<file path="src/rtl/riscv_pkg.sv">
// Shared fetch-stage types and constants.
// Includes the fetch FSM state encoding, width defaults and the sequential PC increment.
package riscv_pkg;

   localparam int unsigned DEF_ADDR_WIDTH  = 32;
   localparam int unsigned DEF_INSTR_WIDTH = 32;
   localparam int unsigned PC_INCR         = 4;

   typedef enum logic [2:0] {
      S_IDLE,
      S_REQ,
      S_WAIT,
      S_HOLD,
      S_ERR
   } fetch_state_t;

endpackage

</file>
<file path="src/rtl/instr_fetch_unit_pc_next.sv">
// Next-PC selection: sequential PC+4 or taken branch PC+imm (modular add).
// Flags taken targets that are not word aligned.
module pc_next
   import riscv_pkg::*;
#(
   parameter int unsigned ADDR_WIDTH = DEF_ADDR_WIDTH
) (
   input  logic [ADDR_WIDTH-1:0] pc_i,
   input  logic                  pc_src_i,
   input  logic [ADDR_WIDTH-1:0] imm_ext_i,
   output logic [ADDR_WIDTH-1:0] next_pc_o,
   output logic                  misalign_o
);

   logic [ADDR_WIDTH-1:0] offset;

   always_comb begin
      offset     = pc_src_i ? imm_ext_i : ADDR_WIDTH'(PC_INCR);
      next_pc_o  = pc_i + offset;
      misalign_o = pc_src_i && (next_pc_o[1:0] != 2'b00);
   end

endmodule

</file>
<file path="src/rtl/instr_fetch_unit.sv">
// Fetch stage: owns the PC, requests instructions from instruction memory and
// holds each one for the control unit until it is retired.
module instr_fetch_unit
   import riscv_pkg::*;
#(
   parameter int unsigned           ADDR_WIDTH  = DEF_ADDR_WIDTH,
   parameter int unsigned           INSTR_WIDTH = DEF_INSTR_WIDTH,
   parameter logic [ADDR_WIDTH-1:0] RESET_PC    = '0
) (
   input  logic                   clk_i,
   input  logic                   rst_i,
   output logic                   imem_req_o,
   output logic [ADDR_WIDTH-1:0]  imem_addr_o,
   input  logic                   imem_gnt_i,
   input  logic                   imem_rvalid_i,
   input  logic [INSTR_WIDTH-1:0] imem_rdata_i,
   output logic [INSTR_WIDTH-1:0] instr_o,
   output logic                   instr_valid_o,
   output logic [ADDR_WIDTH-1:0]  pc_o,
   input  logic                   instr_done_i,
   input  logic                   pc_src_i,
   input  logic [ADDR_WIDTH-1:0]  imm_ext_i,
   output logic                   misalign_o
);

   fetch_state_t           state_q, state_d;
   logic [ADDR_WIDTH-1:0]  pc_q, pc_d;
   logic [INSTR_WIDTH-1:0] instr_q, instr_d;
   logic [ADDR_WIDTH-1:0]  next_pc;
   logic                   next_misalign;

   pc_next #(
      .ADDR_WIDTH (ADDR_WIDTH)
   ) u_pc_next (
      .pc_i       (pc_q),
      .pc_src_i   (pc_src_i),
      .imm_ext_i  (imm_ext_i),
      .next_pc_o  (next_pc),
      .misalign_o (next_misalign)
   );

   always_ff @(posedge clk_i or posedge rst_i) begin
      if (rst_i) begin
         state_q <= S_IDLE;
         pc_q    <= RESET_PC;
         instr_q <= '0;
      end else begin
         state_q <= state_d;
         pc_q    <= pc_d;
         instr_q <= instr_d;
      end
   end

   always_comb begin
      state_d = state_q;
      pc_d    = pc_q;
      instr_d = instr_q;
      unique case (state_q)
         S_IDLE: state_d = S_REQ;
         S_REQ: begin
            if (imem_gnt_i && imem_rvalid_i) begin
               instr_d = imem_rdata_i;
               state_d = S_HOLD;
            end else if (imem_gnt_i) begin
               state_d = S_WAIT;
            end
         end
         S_WAIT: begin
            if (imem_rvalid_i) begin
               instr_d = imem_rdata_i;
               state_d = S_HOLD;
            end
         end
         S_HOLD: begin
            // A misaligned taken target freezes the PC at the offending branch.
            if (instr_done_i) begin
               if (next_misalign) begin
                  state_d = S_ERR;
               end else begin
                  pc_d    = next_pc;
                  state_d = S_REQ;
               end
            end
         end
         S_ERR: state_d = S_ERR;
         default: state_d = S_IDLE;
      endcase
   end

   assign imem_req_o    = (state_q == S_REQ);
   assign imem_addr_o   = pc_q;
   assign instr_o       = instr_q;
   assign instr_valid_o = (state_q == S_HOLD);
   assign pc_o          = pc_q;
   assign misalign_o    = (state_q == S_ERR);

endmodule

</file>
<file path="config.mk">
export PLATFORM = sky130hd
export DESIGN_NAME = instr_fetch_unit
export DESIGN_NICKNAME = d
export VERILOG_FILES = /design/src/rtl/riscv_pkg.sv /design/src/rtl/instr_fetch_unit_pc_next.sv /design/src/rtl/instr_fetch_unit.sv
export SDC_FILE = /design/constraint.sdc
export NUM_CORES = 1
export LEC_CHECK = 0
export CORE_UTILIZATION = 35
export CTS_CLUSTER_SIZE = 14
export DETAILED_ROUTE_END_ITERATION = 7
export PLACE_DENSITY = 0.67
export REMOVE_ABC_BUFFERS = 1
export SETUP_SLACK_MARGIN = 0.1
export SYNTH_ARGS = -nofsm -noshare
export SYNTH_HDL_FRONTEND = slang
export SYNTH_SLANG_ARGS = --single-unit
</file>
<file path="constraint.sdc">
create_clock -name clk_i -period 3.1 [get_ports clk_i]
set_input_delay 0.93 -clock clk_i [delete_from_list [all_inputs] [get_ports clk_i]]
set_output_delay 0.93 -clock clk_i [all_outputs]
set_load 0.05 [all_outputs]
</file>
Fig. 1: wires at chosen ports, followed through buffers
Drawn at 4 px/um.
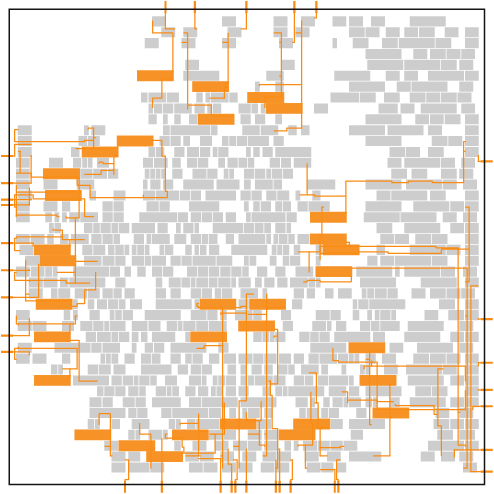
Key: orange = imem_addr_o [bits 32, direction output, end cells 32, buffers 34, wire 1710 um]
IO Pins: 169
PortBufs: 168

Fig. 2: sequential cells grouped by signal name
Drawn at 4 px/um. Other sequential cells in the stronger gray, the rest of the logic in the fainter gray.
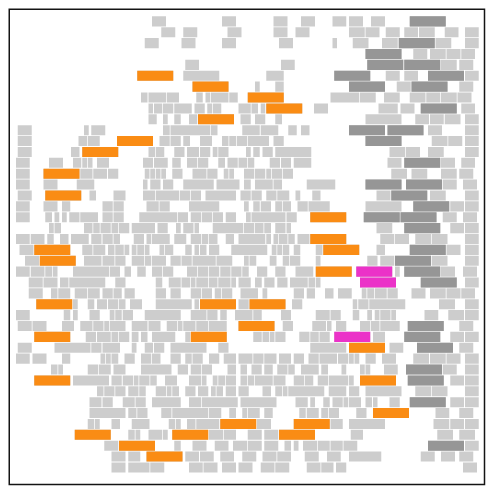
Key: magenta = state_q [sequential cells 3]; orange = imem_addr_o [sequential cells 32, where spread over the die]
P_seq: 0.00166 W
Post-Route Utilization: 59.97%
FF/Latch Area: 1677 um2

==> Slide: Implementation Results <==
Run Summary

Setup path
  • Worst reg-to-reg path cell count: 10
  • Critical Path Start: pc_src_i
  • Worst Setup End Kind: register
  • WP data arrival: 3.51 ns
  • Critical-path maximum fanout: 33
  • Worst setup path category: in -> reg
  • CP startpoint kind: primary input
  • Reg-to-Reg Start: imem_addr_o[0]
  • Critical path destination: imem_addr_o[24]
  • CP Data Required Time: 3.31 ns
  • Worst R2R End: imem_addr_o[24]
  • Reg2reg setup slack: ~0.21 ns

Synthesis
  • Yosys cell count: 518
  • Yosys synthesis chip area: 4746 um2
  • Cell Area, Synth: 4746 um2
  • Synth Area per Inst: just over 9 um2
  • Synth area leader: dfrtp_1
  • Synth flops: 67
  • Register area share after synthesis: 35.33%
  • Most common cell in the netlist: dfrtp_1
  • Flip-flops with a built-in enable: 0
  • Xor/xnor share: 4.245%
  • Top cells by area: dfrtp_1 (35%), ha_1 (8.4%), mux2_2 (7.6%)
  • Unique cell types: about 56
  • Commonest cells in the netlist: dfrtp_1 (67), nand2_1 (63), o21ai_0 (38), a21oi_1 (35)
  • Ao+oa area frac: 17.06%
  • Dominant kind of combinational cell: simple AND/OR/NAND/NOR gates
  • Synth warnings: 0
  • Dominant flop cell: dfrtp_1
  • Area fraction in and, or, nand and nor cells: 18.85%
  • Yosys adder share: 8.858%
  • Dominant cell area share: 35.33%
  • Synth mux share: 8.226%
  • Post-synth ARST share: 100.0%
  • Synthesized netlist cell count: 518

Power
  • Power share of the clock group: roughly 11%
  • Switching power of the nets: 0.004344 W
  • Max VDD drop: 0.0005509 V
  • Seq pwr share: a little under a fifth
  • Internal: 0.004327 W
  • Static leakage: around 3.4 nW
  • Switching fraction of total power: 50.10%
  • Combinational power share: a little over two thirds
  • P per Cell Area: about 1100 nW/um2

Job
  • Max-cap violations: 0
  • OpenROAD warning count: 28

Floorplan
  • Die Wd: around 120 um
  • Die H: 118.4 um
  • FP Core Util: 35.84%
  • Die ar.: 14030 um2
  • Row Count: between 40 and 50

Outcome
  • Failing checks: setup timing
  • Status: finished, violations left

Detailed routing
  • WL/cell: 15.23 um
  • Vias per Instance: roughly 5.0
  • Routed WL: 14310 um
  • Post-route ant nets: 0
  • Routed vias: 4700
  • Router iterations before antenna repair: 4
  • Iteration-0 DRC Markers: between 200 and 250
  • DRC: 0

Global route
  • Total track usage: between 20% and 30%
  • Most used routing layer in global routing: met2
  • GR Layer Usage met2: 35.96%
  • Met3 Track Usage GR: 4.537%
  • Initial antenna violation count: 0
  • Vias in the first global route: 4675
  • First-pass GRT wire length: 23020 um
  • Met1 usage: ~26%
  • Largest net degree at the start of global routing: around 70
  • Gr ovfl total: 0

Timing
  • Hold slack: 0.5017 ns
  • FMAX: 303.2 MHz
  • RSZ-0062 raised after global routing: yes
  • Slew HR: 63.68%
  • Min cycle time layout: 3.298 ns
  • Setup Skew: approximately 0.0063 ns
  • Setup ws final: -0.1977 ns
  • Endpoints failing setup: 2
  • Crit share post-route: 106.4%
  • Slew @ Worst Pin: around 0.54 ns
  • Pins Over Slew Limit: 0
  • Final Hold Viols: 0

Finish
  • # diodes: 0
  • Nets: around 860
  • Synthesis-to-layout area growth: 67.33%
  • Filler instances: between 1k and 1.5k
  • Fraction of layout cells with a size suffix above 1: 29.58%
  • Logic area: 3138 um2

Clock network
  • Worst-path clk slew: 0.06 ns
  • Clock tree from TritonCTS: built
  • Num Clock Sinks: 67
  • Root buf cell: clkbuf_16
  • Max clock buf depth: 2
  • Num CTS Buffers: 9
  • Worst-skew pair later-pin latency: between 0.3 and 0.4 ns
  • Htree depth: 3

Place
  • Place WS: -1.153 ns
  • Gpl congestion: approximately 0.85
  • Placed wire-length estimate: 10580 um

Worst hold path
  • HP Class: reg -> reg
Fig. 3: placed standard cells
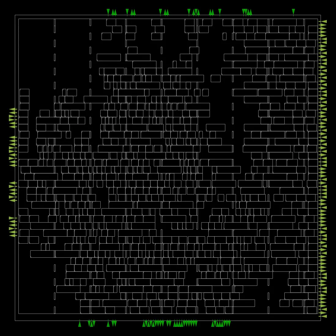
Seq area share: 21.11%
Seq cells: 67
# Taps: 176
core area: 13240 um2
Final Instance Count excl. Fillers: 940

Fig. 4: routed metal per tile
Drawn at 3 px/um. The die is cut into 24 by 24 equal tiles; dark blue is low, red is high, scaled to the fullest tile. Values are wire area over tile area, all layers added.
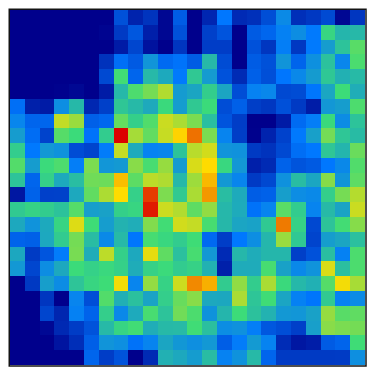
The densest ninth of the die: center. 20% of the tiles are over half the peak. 12% of the tiles are nearly empty. The emptiest ninth of the die: north-west. The mean over all tiles is 0.16.

-- stage by stage --
stage / setup TNS, ns / utilization (%) / instances / total power, W / instance area (um2)
floorplan: -4.924 / - / 463 / 0.005099 / 4415
global placement: -18.69 / 53.70 / 909 / 0.007285 / 7112
detailed placement: -20.44 / 53.70 / 909 / 0.007375 / 7112
CTS: -0.3930 / 58.55 / 937 / 0.008568 / 7754
global route: -1.010 / 59.97 / 940 / 0.009143 / 7941
finish: -0.3809 / 59.97 / 940 / 0.008671 / 7941
-- cell usage in the layout, fill, tap and decap left out, types with 9 or more instances in the layout --
cell               n
xnor2_1           13
nand4_1            9
a21o_1            14
nand2_1           63
buf_4            113
mux2_2            32
o21ai_0           28
a21oi_1           29
and2_1            22
nand3_1           11
ha_4              12
nor2_1            16
dfrtp_1           67
ha_1              19
xor2_1             9
clkbuf_16          9
clkdlybuf4s50_1  162
-- worst max-delay path, cell delays in order --
cell and delay [ns]:
buf_8 0.11, buf_12 0.16, and2_1 0.17, ha_1 0.31, a21o_1 0.18, a21o_1 0.16, a21oi_2 0.18, nor2_1 0.08
o31a_1 0.32, or3_4 0.41, nor4b_4 0.14, or3_1 0.37
-- timing repair --
action,CTS,global route
endpoints found under the setup margin,32,19
gates cloned,0,0
setup buffers,13,5
pin swaps,33,23
hold buffers,0,0
gates resized,64,33
-- layout make-up --
| cell class | instances | area share, % |
|---|---|---|
| repair buffers | 285 | 32.77 |
| well taps | 176 | 2.773 |
| flip-flops and latches | 67 | 21.11 |
| inverters | 6 | 0.2836 |
| clock inverters | 4 | 0.3151 |
| clock buffers | 12 | 3.230 |
| multi-input cells | 390 | 39.51 |
-- routing by layer --
layer,vias up,wire length [um],share of wire [%]
met4,0,175,1.2
met2,152,6934,48
li1,2305,-,-
met5,-,0,0
met1,2228,6391,45
met3,15,813,5.7
-- cells by family after synthesis --
logic type,after synthesis
AOI/OAI and AO/OA,129
xor gates and xnor gates,23
adders and majority gates,33
buffers and inverters,61
DFF,67
muxes,35
and+or+nand+nor,170
-- state kept, by name, indices dropped and copies added (netlist names) --
name,count
imem_addr_o,32
instr_o,32
state_q,3
-- how the worst min path moves through the flow --
| stage | startpoint | to | slack, ns | cells past startpoint |
|---|---|---|---|---|
| 6_report | instr_o[20] | instr_o[20] | 0.50 | 1 |
| 5_1_grt | instr_o[20] | instr_o[20] | 0.52 | 1 |
| 4_1_cts | instr_o[20] | instr_o[20] | 0.51 | 1 |
| 3_5_place_dp | instr_o[20] | instr_o[20] | 0.49 | 1 |
| 3_3_place_gp | state_q[2] | state_q[0] | 0.49 | 1 |
| 2_1_floorplan | state_q[2] | state_q[1] | 0.46 | 1 |
-- power by group through the flow --
stage / sequential [W] / clock, W / combinational (W)
floorplan: 0.00354 / 0 / 0.00156
global placement: 0.00161 / 0 / 0.00567
detailed placement: 0.00165 / 0 / 0.00573
CTS: 0.00166 / 0.000993 / 0.00592
global route: 0.00172 / 0.00103 / 0.00639
finish: 0.00166 / 0.000972 / 0.00604
Power is estimated from default activity; no workload was simulated.
